--- config.mk ---
export PLATFORM = sky130hd
export DESIGN_NAME = wishbone_master
export DESIGN_NICKNAME = d
export VERILOG_FILES = /design/src/rtl/wb_pkg.sv /design/src/rtl/wb_timeout_counter.sv /design/src/rtl/wishbone_master.sv
export SDC_FILE = /design/constraint.sdc
export NUM_CORES = 1
export LEC_CHECK = 0
export ABC_AREA = 1
export CORE_MARGIN = 2
export CORE_UTILIZATION = 41
export CTS_CLUSTER_DIAMETER = 150
export DETAILED_ROUTE_END_ITERATION = 16
export PLACE_DENSITY = 0.79
export SYNTH_ARGS = -nofsm -noshare
export SYNTH_HDL_FRONTEND = slang
export SYNTH_SLANG_ARGS = --single-unit
export TNS_END_PERCENT = 100
--- constraint.sdc ---
create_clock -name CLK_I -period 5.05 [get_ports CLK_I]
set_input_delay 0.505 -clock CLK_I [delete_from_list [all_inputs] [get_ports CLK_I]]
set_output_delay 0.505 -clock CLK_I [all_outputs]
set_load 0.01 [all_outputs]
--- src/rtl/wb_pkg.sv ---
// Shared types and widths for the Wishbone classic-cycle initiator.
// Holds the FSM state encoding and the packed command latch layout.
package wb_pkg;

    localparam int WB_ADR_W = 32;
    localparam int WB_DAT_W = 32;
    localparam int WB_SEL_W = 4;

    typedef enum logic [1:0] {
        ST_IDLE = 2'd0,
        ST_BUS  = 2'd1,
        ST_RESP = 2'd2
    } wb_state_e;

    typedef struct packed {
        logic                we;
        logic [WB_ADR_W-1:0] adr;
        logic [WB_DAT_W-1:0] dat;
        logic [WB_SEL_W-1:0] sel;
    } wb_cmd_t;

endpackage

--- src/rtl/wb_timeout_counter.sv ---
// 8-bit watchdog for a pending bus cycle; expire_o is high while the count
// sits at TIMEOUT_CYCLES-1. Instantiated only when WB_MASTER_TIMEOUT_EN is set.
module wb_timeout_counter #(
    parameter int TIMEOUT_CYCLES = 16
) (
    input  logic clk_i,
    input  logic rst_i,
    input  logic clear_i,
    input  logic enable_i,
    output logic expire_o
);

    localparam logic [7:0] LAST = 8'(TIMEOUT_CYCLES - 1);

    logic [7:0] cnt_q;
    logic [7:0] cnt_d;

    // Saturates at LAST so a stalled FSM cannot wrap back into a quiet state.
    always_comb begin
        cnt_d = cnt_q;
        if (clear_i) begin
            cnt_d = 8'd0;
        end else if (enable_i && (cnt_q != LAST)) begin
            cnt_d = cnt_q + 8'd1;
        end
    end

    always_ff @(posedge clk_i or posedge rst_i) begin
        if (rst_i) begin
            cnt_q <= 8'd0;
        end else begin
            cnt_q <= cnt_d;
        end
    end

    assign expire_o = (cnt_q == LAST);

endmodule

--- src/rtl/wishbone_master.sv ---
// Single-outstanding Wishbone classic initiator: one command -> one bus cycle -> one
// response strobe. Optional watchdog abort is built when WB_MASTER_TIMEOUT_EN is defined.
import wb_pkg::*;

module wishbone_master #(
    parameter int TIMEOUT_CYCLES = 16
) (
    input  logic                CLK_I,
    input  logic                RST_I,
    input  logic                cmd_valid,
    output logic                cmd_ready,
    input  logic                cmd_we,
    input  logic [WB_ADR_W-1:0] cmd_adr,
    input  logic [WB_DAT_W-1:0] cmd_dat,
    input  logic [WB_SEL_W-1:0] cmd_sel,
    output logic                rsp_valid,
    output logic [WB_DAT_W-1:0] rsp_dat,
    output logic                rsp_err,
    output logic                CYC_O,
    output logic                STB_O,
    output logic                WE_O,
    output logic [WB_ADR_W-1:0] ADR_O,
    output logic [WB_SEL_W-1:0] SEL_O,
    output logic [WB_DAT_W-1:0] DAT_O,
    input  logic [WB_DAT_W-1:0] DAT_I,
    input  logic                ACK_I,
    output logic [1:0]          state_o
);

    // Handshake: a command transfers on any rising edge where cmd_valid && cmd_ready;
    // rsp_valid is a single-cycle strobe with no back-pressure.

    if (TIMEOUT_CYCLES < 2 || TIMEOUT_CYCLES > 255) begin : g_bad_timeout
        $error("wishbone_master: TIMEOUT_CYCLES must be in 2..255");
    end

    wb_state_e           state_q, state_d;
    wb_cmd_t             cmd_q, cmd_d;
    logic                cyc_q, cyc_d;
    logic                stb_q, stb_d;
    logic                we_q, we_d;
    logic                rsp_valid_q, rsp_valid_d;
    logic [WB_DAT_W-1:0] rsp_dat_q, rsp_dat_d;
    logic                timeout_hit;

`ifdef WB_MASTER_TIMEOUT_EN
    logic rsp_err_q, rsp_err_d;
    logic wd_clear;
    logic wd_enable;
    logic wd_expire;

    assign wd_clear  = (state_q == ST_IDLE) && cmd_valid;
    assign wd_enable = (state_q == ST_BUS) && !ACK_I;

    wb_timeout_counter #(
        .TIMEOUT_CYCLES(TIMEOUT_CYCLES)
    ) u_timeout (
        .clk_i   (CLK_I),
        .rst_i   (RST_I),
        .clear_i (wd_clear),
        .enable_i(wd_enable),
        .expire_o(wd_expire)
    );

    // ACK has priority: the abort only fires on a cycle the slave left unanswered.
    assign timeout_hit = (state_q == ST_BUS) && wd_expire && !ACK_I;
    assign rsp_err     = rsp_err_q;
`else
    assign timeout_hit = 1'b0;
    assign rsp_err     = 1'b0;
`endif

    always_comb begin
        state_d     = state_q;
        cmd_d       = cmd_q;
        cyc_d       = cyc_q;
        stb_d       = stb_q;
        we_d        = we_q;
        rsp_valid_d = 1'b0;
        rsp_dat_d   = rsp_dat_q;
`ifdef WB_MASTER_TIMEOUT_EN
        rsp_err_d   = rsp_err_q;
`endif
        case (state_q)
            ST_IDLE: begin
                if (cmd_valid) begin
                    cmd_d.we  = cmd_we;
                    cmd_d.adr = cmd_adr;
                    // Reads put zero on the data bus, so only writes carry payload.
                    cmd_d.dat = cmd_we ? cmd_dat : '0;
                    cmd_d.sel = cmd_sel;
                    cyc_d     = 1'b1;
                    stb_d     = 1'b1;
                    we_d      = cmd_we;
                    state_d   = ST_BUS;
                end
            end
            ST_BUS: begin
                if (ACK_I) begin
                    cyc_d       = 1'b0;
                    stb_d       = 1'b0;
                    we_d        = 1'b0;
                    rsp_valid_d = 1'b1;
                    rsp_dat_d   = cmd_q.we ? '0 : DAT_I;
`ifdef WB_MASTER_TIMEOUT_EN
                    rsp_err_d   = 1'b0;
`endif
                    state_d     = ST_RESP;
                end else if (timeout_hit) begin
                    cyc_d       = 1'b0;
                    stb_d       = 1'b0;
                    we_d        = 1'b0;
                    rsp_valid_d = 1'b1;
                    rsp_dat_d   = '0;
`ifdef WB_MASTER_TIMEOUT_EN
                    rsp_err_d   = 1'b1;
`endif
                    state_d     = ST_RESP;
                end
            end
            ST_RESP: begin
                state_d = ST_IDLE;
            end
            default: begin
                state_d = ST_IDLE;
                cyc_d   = 1'b0;
                stb_d   = 1'b0;
                we_d    = 1'b0;
            end
        endcase
    end

    always_ff @(posedge CLK_I or posedge RST_I) begin
        if (RST_I) begin
            state_q     <= ST_IDLE;
            cmd_q       <= '0;
            cyc_q       <= 1'b0;
            stb_q       <= 1'b0;
            we_q        <= 1'b0;
            rsp_valid_q <= 1'b0;
            rsp_dat_q   <= '0;
`ifdef WB_MASTER_TIMEOUT_EN
            rsp_err_q   <= 1'b0;
`endif
        end else begin
            state_q     <= state_d;
            cmd_q       <= cmd_d;
            cyc_q       <= cyc_d;
            stb_q       <= stb_d;
            we_q        <= we_d;
            rsp_valid_q <= rsp_valid_d;
            rsp_dat_q   <= rsp_dat_d;
`ifdef WB_MASTER_TIMEOUT_EN
            rsp_err_q   <= rsp_err_d;
`endif
        end
    end

    assign cmd_ready = (state_q == ST_IDLE);
    assign CYC_O     = cyc_q;
    assign STB_O     = stb_q;
    assign WE_O      = we_q;
    assign ADR_O     = cmd_q.adr;
    assign SEL_O     = cmd_q.sel;
    assign DAT_O     = cmd_q.dat;
    assign rsp_valid = rsp_valid_q;
    assign rsp_dat   = rsp_dat_q;
    assign state_o   = state_q;

endmodule

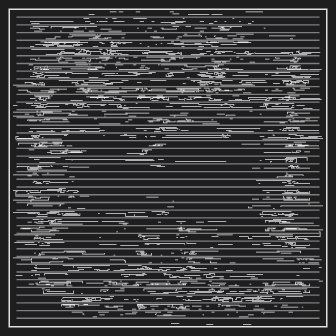
Fig. 1. The metal 1 layer (run 1).
Supply wires on this layer in grey.
The layer carries 4550 µm of wire. 633 nets have wire on it. The longest straight run is 30.8 µm. The layer holds 40% of the routed length. The wires run mostly horizontal.

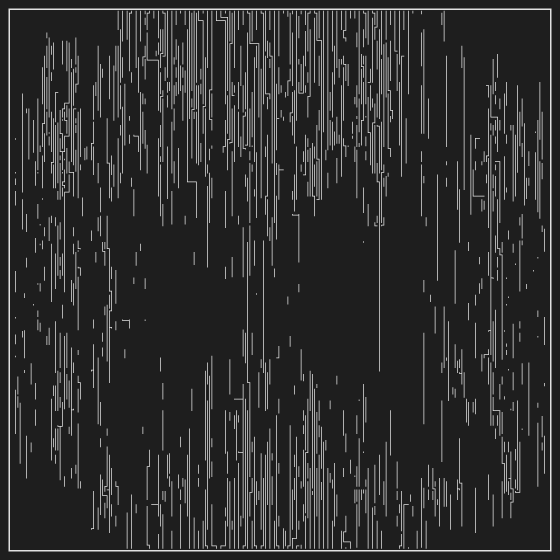
Fig. 2. M2 wires (run 1).
The layer carries 5890 µm of wire. The layer holds 51% of the routed length.

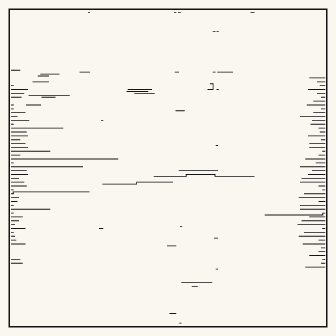
Fig. 3. Metal 3 (run 1).
The longest straight run is 37.5 µm. The wires run mostly horizontal. The layer carries 681 µm of wire. 115 nets have wire on it. The layer holds 5.9% of the routed length.

==> impl_metrics.env, run 1 <==
# source this file to load flow results
export IMPL_hp_class="register to register"
export IMPL_critPathLaunchType="input pin"
export IMPL_routedWlPerCell_um=14.4
export IMPL_rsz0062_at_grt="false"
export IMPL_viasPerCell=4.74
export IMPL_cellLeakagePower_nw=3.11
export IMPL_dp_slack_ns=1.83
export IMPL_placedCellCount=781
export IMPL_xor_area_frac=0
export IMPL_drcViolationCount=0
export IMPL_place_gp_congestion=0.797
export IMPL_tns_ns=0
export IMPL_cp_slowest_stage_delay_ns=1.27
export IMPL_die_height_um=111
export IMPL_run_status="finished clean"
export IMPL_detail_route_antenna_nets=0
export IMPL_min_period_over_period=0.571
export IMPL_vias=3779
export IMPL_final_cell_mix="nand2_1, clkdlybuf4s50_1, dfrtp_1"
export IMPL_clock_skew_ns=0.00729
export IMPL_finalHoldViolCount=0
export IMPL_grt_max_degree=106
export IMPL_cp_common_cell="nand2_1"
export IMPL_fmax_mhz=347
export IMPL_grt_pass1_vias=3737
export IMPL_cts_buffer_depth=2
export IMPL_yosysChipArea_mm2=0.00472
## run 1: final timing paths
check / to / slack [ns] / cells past startpoint
max: rsp_dat[0] / 2.17 / 4
min reg2reg: ADR_O[23] / 0.48 / 2
max reg2reg: rsp_dat[0] / 2.68 / 5
max in group asynchronous: DAT_O[9] / 3.31 / 3
min in group asynchronous: ADR_O[0] / 0.59 / 2
min: ADR_O[23] / 0.48 / 2
## run 1: power breakdown
| part | leakage [nW] | switching [mW] | internal (mW) |
|---|---|---|---|
| sequential | 1.35 | 0.205 | 1.19 |
| clock | 0.138 | 0.317 | 0.342 |
| combinational | 1.63 | 0.672 | 0.794 |
| total | 3.11 | 1.19 | 2.32 |
## run 1: cells by family after synthesis
logic type / Yosys count
AOI/OAI and AO/OA: 34
buffers and inverters: 107
DFF: 106
other: 1
and+or+nand+nor: 279
## run 1: per-layer routing
| metal | GRT usage | vias to the layer above | routed length [µm] |
|---|---|---|---|
| met2 | 0.327 | 144 | 5890 |
| met5 | 0 | - | 0 |
| met4 | 0.0856 | 0 | 322 |
| met1 | 0.226 | 1782 | 4550 |
| li1 | - | 1829 | - |
| met3 | 0.0344 | 24 | 680 |
## run 1: registers in the layout, summed over array words and instances (netlist names)
name	flops
ADR_O	32
DAT_O	32
SEL_O	4
STB_O	1
WE_O	1
cmd_q	1
rsp_dat	32
rsp_valid	1
state_o	2
## run 1: through the flow
step | power (mW) | hold WS (ns) | util | instance area, µm²
5_1_grt | 3.73 | 0.501 | 0.582 | 6590
6_report | 3.52 | 0.480 | 0.582 | 6590
4_1_cts | 3.56 | 0.484 | 0.582 | 6590
2_1_floorplan | 2.26 | 0.449 | - | 4720
3_3_place_gp | 2.83 | 0.461 | 0.557 | 6310
3_5_place_dp | 2.88 | 0.464 | 0.557 | 6310
## run 1: tightest hold or removal path: stages (launching register included)
cell and delay [ns]:
dfrtp_1 0.34, nand2_1 0.05, nand2_1 0.06
## run 1: layout make-up
cell class | instances | area, µm²
tap | 143 | 179
timing repair buffer | 212 | 2120
clock inverter | 7 | 58.8
inverter | 6 | 25.0
multi-input combinational | 314 | 1330
sequential | 106 | 2650
clock buffer | 9 | 225
fill | 993 | 4730
## run 1: cell usage after synthesis
cell | count | area, µm²
nand2_4 | 1 | 11.3
nor2_2 | 1 | 6.26
nor2_4 | 1 | 11.3
o21ai_0 | 31 | 155
o21ai_2 | 2 | 17.5
dfrtp_1 | 106 | 2650
inv_2 | 1 | 3.75
nand4_1 | 32 | 200
conb_1 | 1 | 3.75
buf_4 | 73 | 548
o31ai_1 | 1 | 7.51
buf_2 | 9 | 45.0
nand3_1 | 1 | 5.00
inv_1 | 5 | 18.8
clkbuf_1 | 12 | 45.0
nand2_1 | 243 | 912
buf_6 | 7 | 78.8
Fig. 4: run 1, clock nets
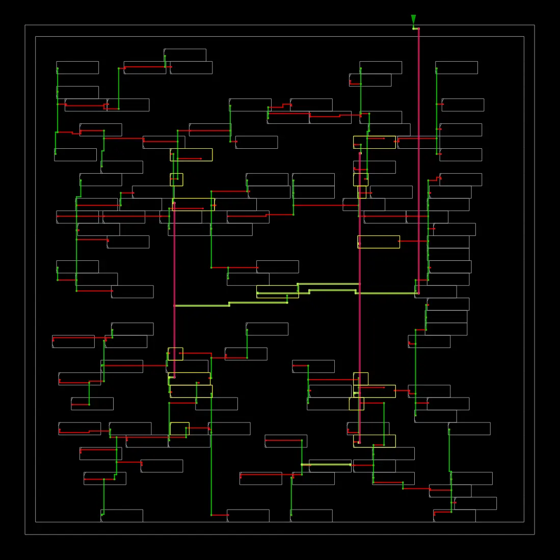

--- run 2 (diff from run 1) ---
Settings changed: CORE_UTILIZATION 41 to 38, PLACE_DENSITY 0.79 to 0.77.
Clock period 5.05 ns to 2.65 ns, I/O delays scaled along.
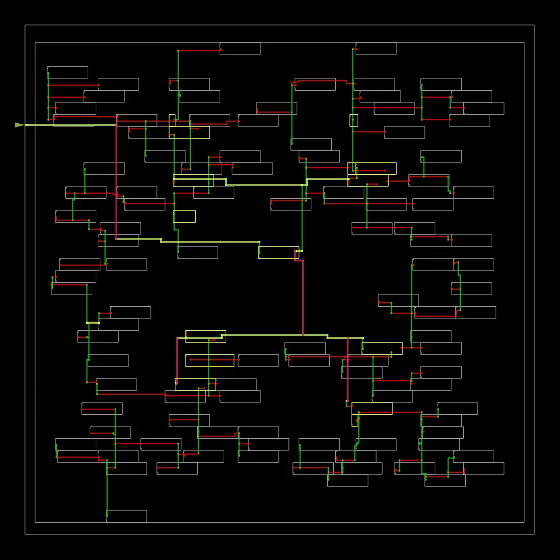
Fig. 5. Clock nets (run 2).
CTS buffer count: 9
clk_skew: 0.00430 ns
clk pwr: 1.30 mW
CTS Sinks: 106

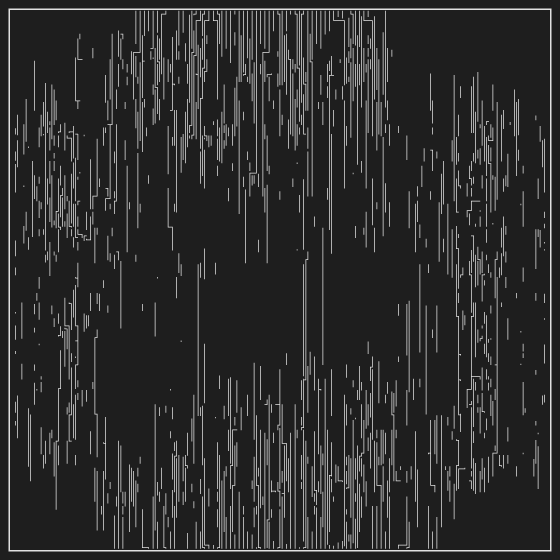
Fig. 6. M2 wires (run 2).
626 nets have wire on it. The layer holds 49% of the routed length. The layer carries 5730 µm of wire. The longest straight run is 37.6 µm.

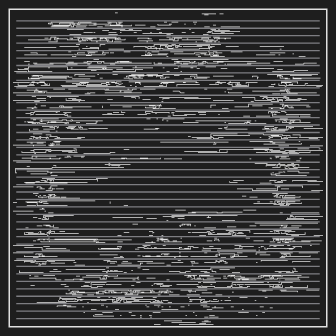
Fig. 7. The metal 1 layer (run 2).
Supply wires on this layer in grey.
The layer carries 4960 µm of wire. 650 nets have wire on it. The wires run mostly horizontal.

==> run 2 against run 1 <==
Against the previous run: utilization down 2.7 points; hold slack worse by 0.092 ns; critical path depth decreased by 2.
==> impl_metrics.env, run 2 <==
# source this file to load flow results
export IMPL_place_gp_congestion=0.784
export IMPL_async_flop_share=1.00
export IMPL_hp_class="input pin to asynchronous set/reset pin"
export IMPL_grt_max_degree=48
export IMPL_drcViolationCount=0
export IMPL_critPathLaunchType="register"
export IMPL_vias=3806
export IMPL_viasPerCell=4.59
export IMPL_fmax_mhz=555
export IMPL_min_period_over_period=0.680
export IMPL_grt_pass1_vias=3736
export IMPL_ys_flop_type="dfrtp_1"
export IMPL_met1_usage=0.223
export IMPL_flop_area_mm2=0.00265
export IMPL_tns_ns=0
export IMPL_synth_edff_count=0
export IMPL_run_status="finished clean"
export IMPL_final_area_mm2=0.00670
export IMPL_final_cell_mix="nand2_1, clkdlybuf4s50_1, dfrtp_1"
export IMPL_placed_area_mm2=0.00641
export IMPL_total_power_mw=6.78
export IMPL_routedWlPerCell_um=14.2
==> run 2: netlist changes by cell type in the layout (fill, tap and decap cells not counted), sizes merged <==
| cell | previous run | this run |
|---|---|---|
| clkinv | 3 | 2 |
| buf | 1 | 9 |
| bufinv | 0 | 1 |
| inv | 9 | 5 |
| clkbuf | 9 | 12 |
==> run 2: layout make-up <==
| cell class | instances | share of cell area |
|---|---|---|
| flip-flops and latches | 106 | 0.396 |
| repair buffers | 220 | 0.327 |
| multi-input cells | 314 | 0.199 |
| clock buffers | 12 | 0.0368 |
| well taps | 168 | 0.0314 |
| clock inverters | 3 | 0.00598 |
| inverters | 6 | 0.00392 |
==> run 2: final timing paths <==
kind	from	to	slack, ns	depth (start not counted)
setup / recovery	state_o[1]	cmd_ready	0.85	2
hold / removal	RST_I	cmd_q[68]	0.39	2
setup reg to reg	state_o[1]	WE_O	1.08	5
hold reg to reg	ADR_O[0]	ADR_O[0]	0.48	2
max in group asynchronous	RST_I	ADR_O[4]	1.48	3
min in group CLK_I	cmd_adr[0]	ADR_O[0]	0.47	3
==> run 2: per-stage QoR <==
stage | util | worst slack (ns) | hold slack (ns)
4_1_cts | 0.555 | 0.802 | 0.415
6_report | 0.555 | 0.847 | 0.388
3_3_place_gp | 0.532 | 0.899 | 0.461
5_1_grt | 0.555 | 0.742 | 0.443
3_5_place_dp | 0.532 | 0.884 | 0.465
2_1_floorplan | - | 1.11 | 0.375
==> run 2: layer usage <==
metal | wire length, µm | part of all wire
met4 | 217 | 0.018
met5 | 0 | 0
met1 | 4960 | 0.42
met2 | 5730 | 0.49
met3 | 852 | 0.072
==> run 2: worst max-delay path, stage by stage (launching register included) <==
cell	delay [ns]
dfrtp_1	0.44
nor2_2	0.18
clkdlybuf4s50_1	0.59
==> run 2: logic make-up (layout without fill, tap and decap cells) <==
group / after synthesis / count (layout) / share of synthesized area
other cells: 1 / 1 / 0.000794
flops: 106 / 106 / 0.562
buf+inv: 107 / 241 / 0.157
simple gates: 279 / 279 / 0.243
compound gates: 34 / 34 / 0.0382
==> run 2: power by group <==
| part | total, mW | internal [mW] | leakage [nW] | switching, mW |
|---|---|---|---|---|
| logic | 2.84 | 1.54 | 1.66 | 1.30 |
| registers | 2.64 | 2.26 | 1.35 | 0.379 |
| clock network | 1.30 | 0.751 | 0.142 | 0.546 |
Power is estimated from default activity; no workload was simulated.
